**config.mk**
```make
export PLATFORM = sky130hd
export DESIGN_NAME = memory_port_arbiter
export DESIGN_NICKNAME = d
export VERILOG_FILES = /design/src/rtl/memory_port_arbiter.sv
export SDC_FILE = /design/constraint.sdc
export NUM_CORES = 1
export LEC_CHECK = 0
export ABC_AREA = 1
export CORE_ASPECT_RATIO = 1.1
export CORE_MARGIN = 3
export CORE_UTILIZATION = 30
export DETAILED_ROUTE_END_ITERATION = 6
export SETUP_SLACK_MARGIN = 0.15
export SYNTH_ARGS = -nofsm -noshare
export SYNTH_HDL_FRONTEND = slang
export SYNTH_SLANG_ARGS = --single-unit
```
**constraint.sdc**
```tcl
create_clock -name system_clock -period 1.5 [get_ports system_clock]
set_input_delay 0.3 -clock system_clock [delete_from_list [all_inputs] [get_ports system_clock]]
set_output_delay 0.3 -clock system_clock [all_outputs]
set_load 0.005 [all_outputs]
```
**src/rtl/memory_port_arbiter.sv**
```systemverilog
// Arbitrates one fixed-latency single-port memory between fetch (read-only) and data (read/write).
// Optional performance counters are enabled by defining ARBITER_PERF_COUNTER_EN.
module memory_port_arbiter #(
  parameter int DATA_WIDTH     = 32,
  parameter int ADDRESS_WIDTH  = 32,
  parameter int MEMORY_LATENCY = 2,
  parameter int STARVE_LIMIT   = 4
) (
  input  logic                     system_clock,
  input  logic                     reset,
  input  logic                     fetch_request,
  input  logic [ADDRESS_WIDTH-1:0] fetch_address,
  output logic                     fetch_ready,
  output logic [DATA_WIDTH-1:0]    fetch_read_data,
  input  logic                     data_request,
  input  logic                     data_write,
  input  logic [ADDRESS_WIDTH-1:0] data_address,
  input  logic [DATA_WIDTH-1:0]    data_write_data,
  output logic                     data_ready,
  output logic [DATA_WIDTH-1:0]    data_read_data,
  output logic                     memory_enable,
  output logic                     memory_write_enable,
  output logic [ADDRESS_WIDTH-1:0] memory_address,
  output logic [DATA_WIDTH-1:0]    memory_write_data,
  input  logic [DATA_WIDTH-1:0]    memory_read_data,
  output logic                     grant_fetch,
  output logic                     grant_data,
  output logic                     busy
`ifdef ARBITER_PERF_COUNTER_EN
  ,
  output logic [31:0]              fetch_wait_cycles,
  output logic [31:0]              data_wait_cycles,
  output logic [31:0]              conflict_count
`endif
);

  localparam int LW = (MEMORY_LATENCY > 1) ? $clog2(MEMORY_LATENCY) : 1;
  localparam int SW = $clog2(STARVE_LIMIT + 1);
  localparam logic [LW-1:0] LAT_LOAD   = LW'(MEMORY_LATENCY - 1);
  localparam logic [SW-1:0] STARVE_MAX = SW'(STARVE_LIMIT);

  typedef enum logic [1:0] {IDLE, BUSY, DONE} state_t;

  state_t        state;
  logic [LW-1:0] lat_cnt;
  logic [SW-1:0] starve_cnt;
  logic          pick_data;
  logic          pick_fetch;

  // Data wins unless fetch has already waited out STARVE_LIMIT data grants.
  always_comb begin
    pick_data  = data_request && !(fetch_request && (starve_cnt == STARVE_MAX));
    pick_fetch = fetch_request && !pick_data;
  end

  always_ff @(posedge system_clock) begin
    if (reset) begin
      state               <= IDLE;
      lat_cnt             <= '0;
      starve_cnt          <= '0;
      fetch_ready         <= 1'b0;
      data_ready          <= 1'b0;
      fetch_read_data     <= '0;
      data_read_data      <= '0;
      memory_enable       <= 1'b0;
      memory_write_enable <= 1'b0;
      memory_address      <= '0;
      memory_write_data   <= '0;
      grant_fetch         <= 1'b0;
      grant_data          <= 1'b0;
      busy                <= 1'b0;
    end else begin
      unique case (state)
        IDLE: begin
          if (pick_data) begin
            state               <= BUSY;
            busy                <= 1'b1;
            memory_enable       <= 1'b1;
            memory_write_enable <= data_write;
            memory_address      <= data_address;
            memory_write_data   <= data_write_data;
            grant_data          <= 1'b1;
            lat_cnt             <= LAT_LOAD;
            if (!fetch_request)
              starve_cnt <= '0;
            else if (starve_cnt != STARVE_MAX)
              starve_cnt <= starve_cnt + SW'(1);
          end else if (pick_fetch) begin
            state               <= BUSY;
            busy                <= 1'b1;
            memory_enable       <= 1'b1;
            memory_write_enable <= 1'b0;
            memory_address      <= fetch_address;
            memory_write_data   <= '0;
            grant_fetch         <= 1'b1;
            lat_cnt             <= LAT_LOAD;
            starve_cnt          <= '0;
          end
        end
        BUSY: begin
          if (lat_cnt == '0) begin
            state               <= DONE;
            memory_enable       <= 1'b0;
            memory_write_enable <= 1'b0;
            if (grant_fetch) begin
              fetch_ready     <= 1'b1;
              fetch_read_data <= memory_read_data;
            end else begin
              data_ready <= 1'b1;
              if (!memory_write_enable)
                data_read_data <= memory_read_data;
            end
          end else begin
            lat_cnt <= lat_cnt - LW'(1);
          end
        end
        DONE: begin
          state       <= IDLE;
          fetch_ready <= 1'b0;
          data_ready  <= 1'b0;
          grant_fetch <= 1'b0;
          grant_data  <= 1'b0;
          busy        <= 1'b0;
        end
        default: state <= IDLE;
      endcase
    end
  end

`ifdef ARBITER_PERF_COUNTER_EN
  always_ff @(posedge system_clock) begin
    if (reset) begin
      fetch_wait_cycles <= '0;
      data_wait_cycles  <= '0;
      conflict_count    <= '0;
    end else begin
      if (fetch_request && !grant_fetch)
        fetch_wait_cycles <= fetch_wait_cycles + 32'd1;
      if (data_request && !grant_data)
        data_wait_cycles <= data_wait_cycles + 32'd1;
      if (state == IDLE && fetch_request && data_request)
        conflict_count <= conflict_count + 32'd1;
    end
  end
`endif

endmodule

```
placement_by_type.png
Scale: 2 px per um.
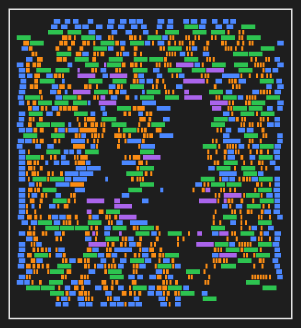
other buffers and delay cells: in blue, cells 303, share of their area 33%. flops: in green, cells 141, share of their area 31%. combinational and other logic: in orange, cells 611, share of their area 31%. clock drivers and dummy loads: in purple, cells 31, share of their area 5.9%.
count of standard-cell rows: 53
final design utilization: 49.76%
Final Instance Area: 9602 um2
sequential cell area share: 29.58%
area of the placeable core: 19300 um2

cell_density.png
Scale: 2 px per um. The die is cut into 14 by 15 equal tiles; dark blue is low, red is high, 0 to 100% covered.
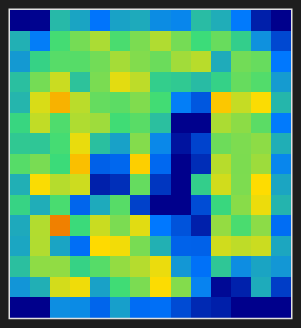
The mean over all tiles is 43%. The fullest tile reaches 86%. 2.9% of the tiles are over 75% full. 7.1% of the tiles are nearly empty.
fp_density: 30.91%

layer_met1.png
Scale: 3 px per um. Supply wires on this layer in grey. Cells faint in the background.
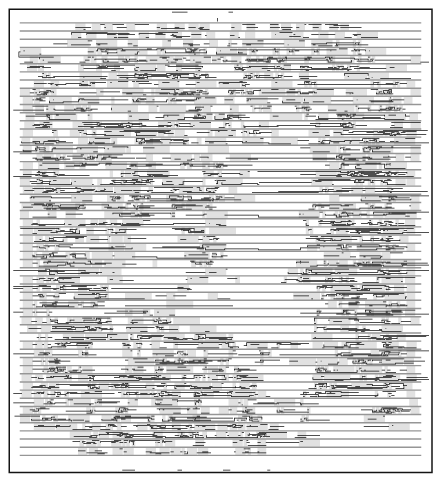
The longest straight run is 36.3 um. The layer holds 41% of the routed length. The layer carries 8210 um of wire.
Routed Wire Length: 19.80 mm
Vias: 6063

placement.png
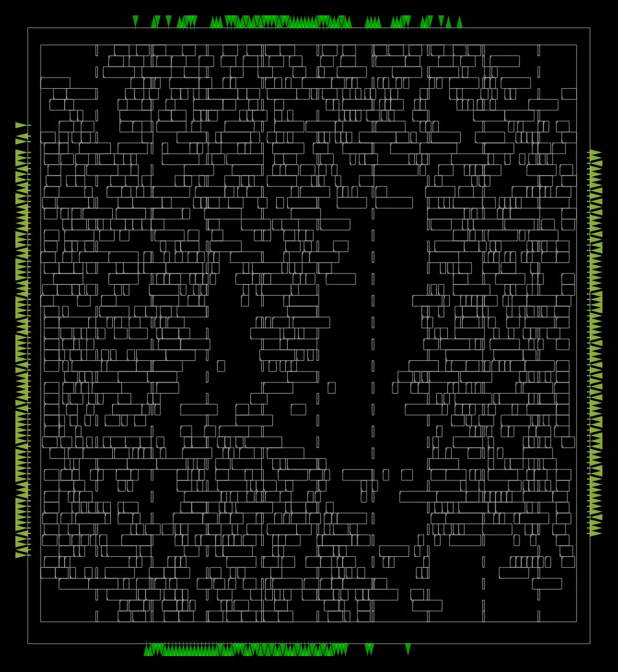
sequential cell count of the final layout: 141
non-filler cells, final: 1333
number of tapcells: 247

io_fan.png
Scale: 2 px per um.
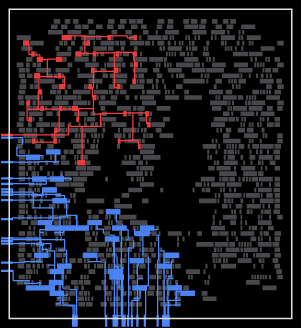
`memory_address`: in blue, direction output, edge 18 bottom, 14 left, end cells 32, wire 1170 um. `reset`: in red, direction input, edge left, end cells 39, wire 431 um.

==> metrics.cfg <==
[run]
warnings = 29

[global_route]
antenna_found_initial = 0
global_route_hottest_layer = met2
global_route.usage.met3_pct = 6.719
grt_first_pass_wirelength_mm = 29.61

[setup_path]
crit_path_end = data_read_data[19]
worst_path_dominant_cell_family = simple AND/OR/NAND/NOR gates
critical-path-max-stage-delay_ps = 320
rr_startpoint = grant_fetch

[synthesis]
async_reset_ff_share_pct = 0
synthAoiAreaFrac_pct = 7.005
ys.flops = 141
synth-warning-count = 0
common_cells = nand2_1 (161), dfxtp_1 (141), nor2_1 (136)

[sta]
fmax_ghz = 0.7584
setup_repair_after_global_routing_missed_its_margin = yes
worst-slew-pin-transition_ps = 383.3
finalSetupViolations = 0
finalSetupTns_ps = 0
slew-limit-headroom_pct = 74.18

[place]
detailed_place_hpwl_mm = 13.09
gpl.final_weighted_congestion = 0.7850
placedInstanceArea_um2 = 8907

[clocking]
ctsRootBufferMaster = clkbuf_16
post_cts_hold_buffer_count = 0
clock_sinks = 141

[route]
wire_per_inst_um = 14.86
amount_of_wire_on_met2_after_detailed_routing_mm = 9.772
highest-signal-layer = met4
met3RoutedLength_mm = 1.574
antenna_violating_nets_post_route = 0
dr.pass1.iters = 4

[finish]
final_net_count = 1209
sequential_cell_area_um2 = 2840

[pwr]
net-switching-power_w = 0.002948

[outcome]
run_status = complete, no violations

## worst min-delay path by stage
| stage | start | endpoint | slack [ps] | cells after the start |
|---|---|---|---|---|
| floorplan | grant_data | grant_data | 450 | 2 |
| global placement | grant_data | grant_data | 450 | 2 |
| detailed placement | grant_data | grant_data | 450 | 2 |
| CTS | reset | data_ready | 180 | 2 |
| global route | reset | fetch_ready | 210 | 2 |
| finish | reset | data_ready | 210 | 2 |
## power by group through the flow
stage / Combinational, W / Clock (W) / Sequential (W)
3_5_place_dp: 0.00243 / 0 / 0.00441
5_1_grt: 0.00262 / 0.00424 / 0.00438
6_report: 0.00237 / 0.00396 / 0.00433
4_1_cts: 0.00221 / 0.00409 / 0.00433
2_1_floorplan: 0.00104 / 0 / 0.00443
3_3_place_gp: 0.00243 / 0 / 0.00440
Power and IR drop assume default switching activity.
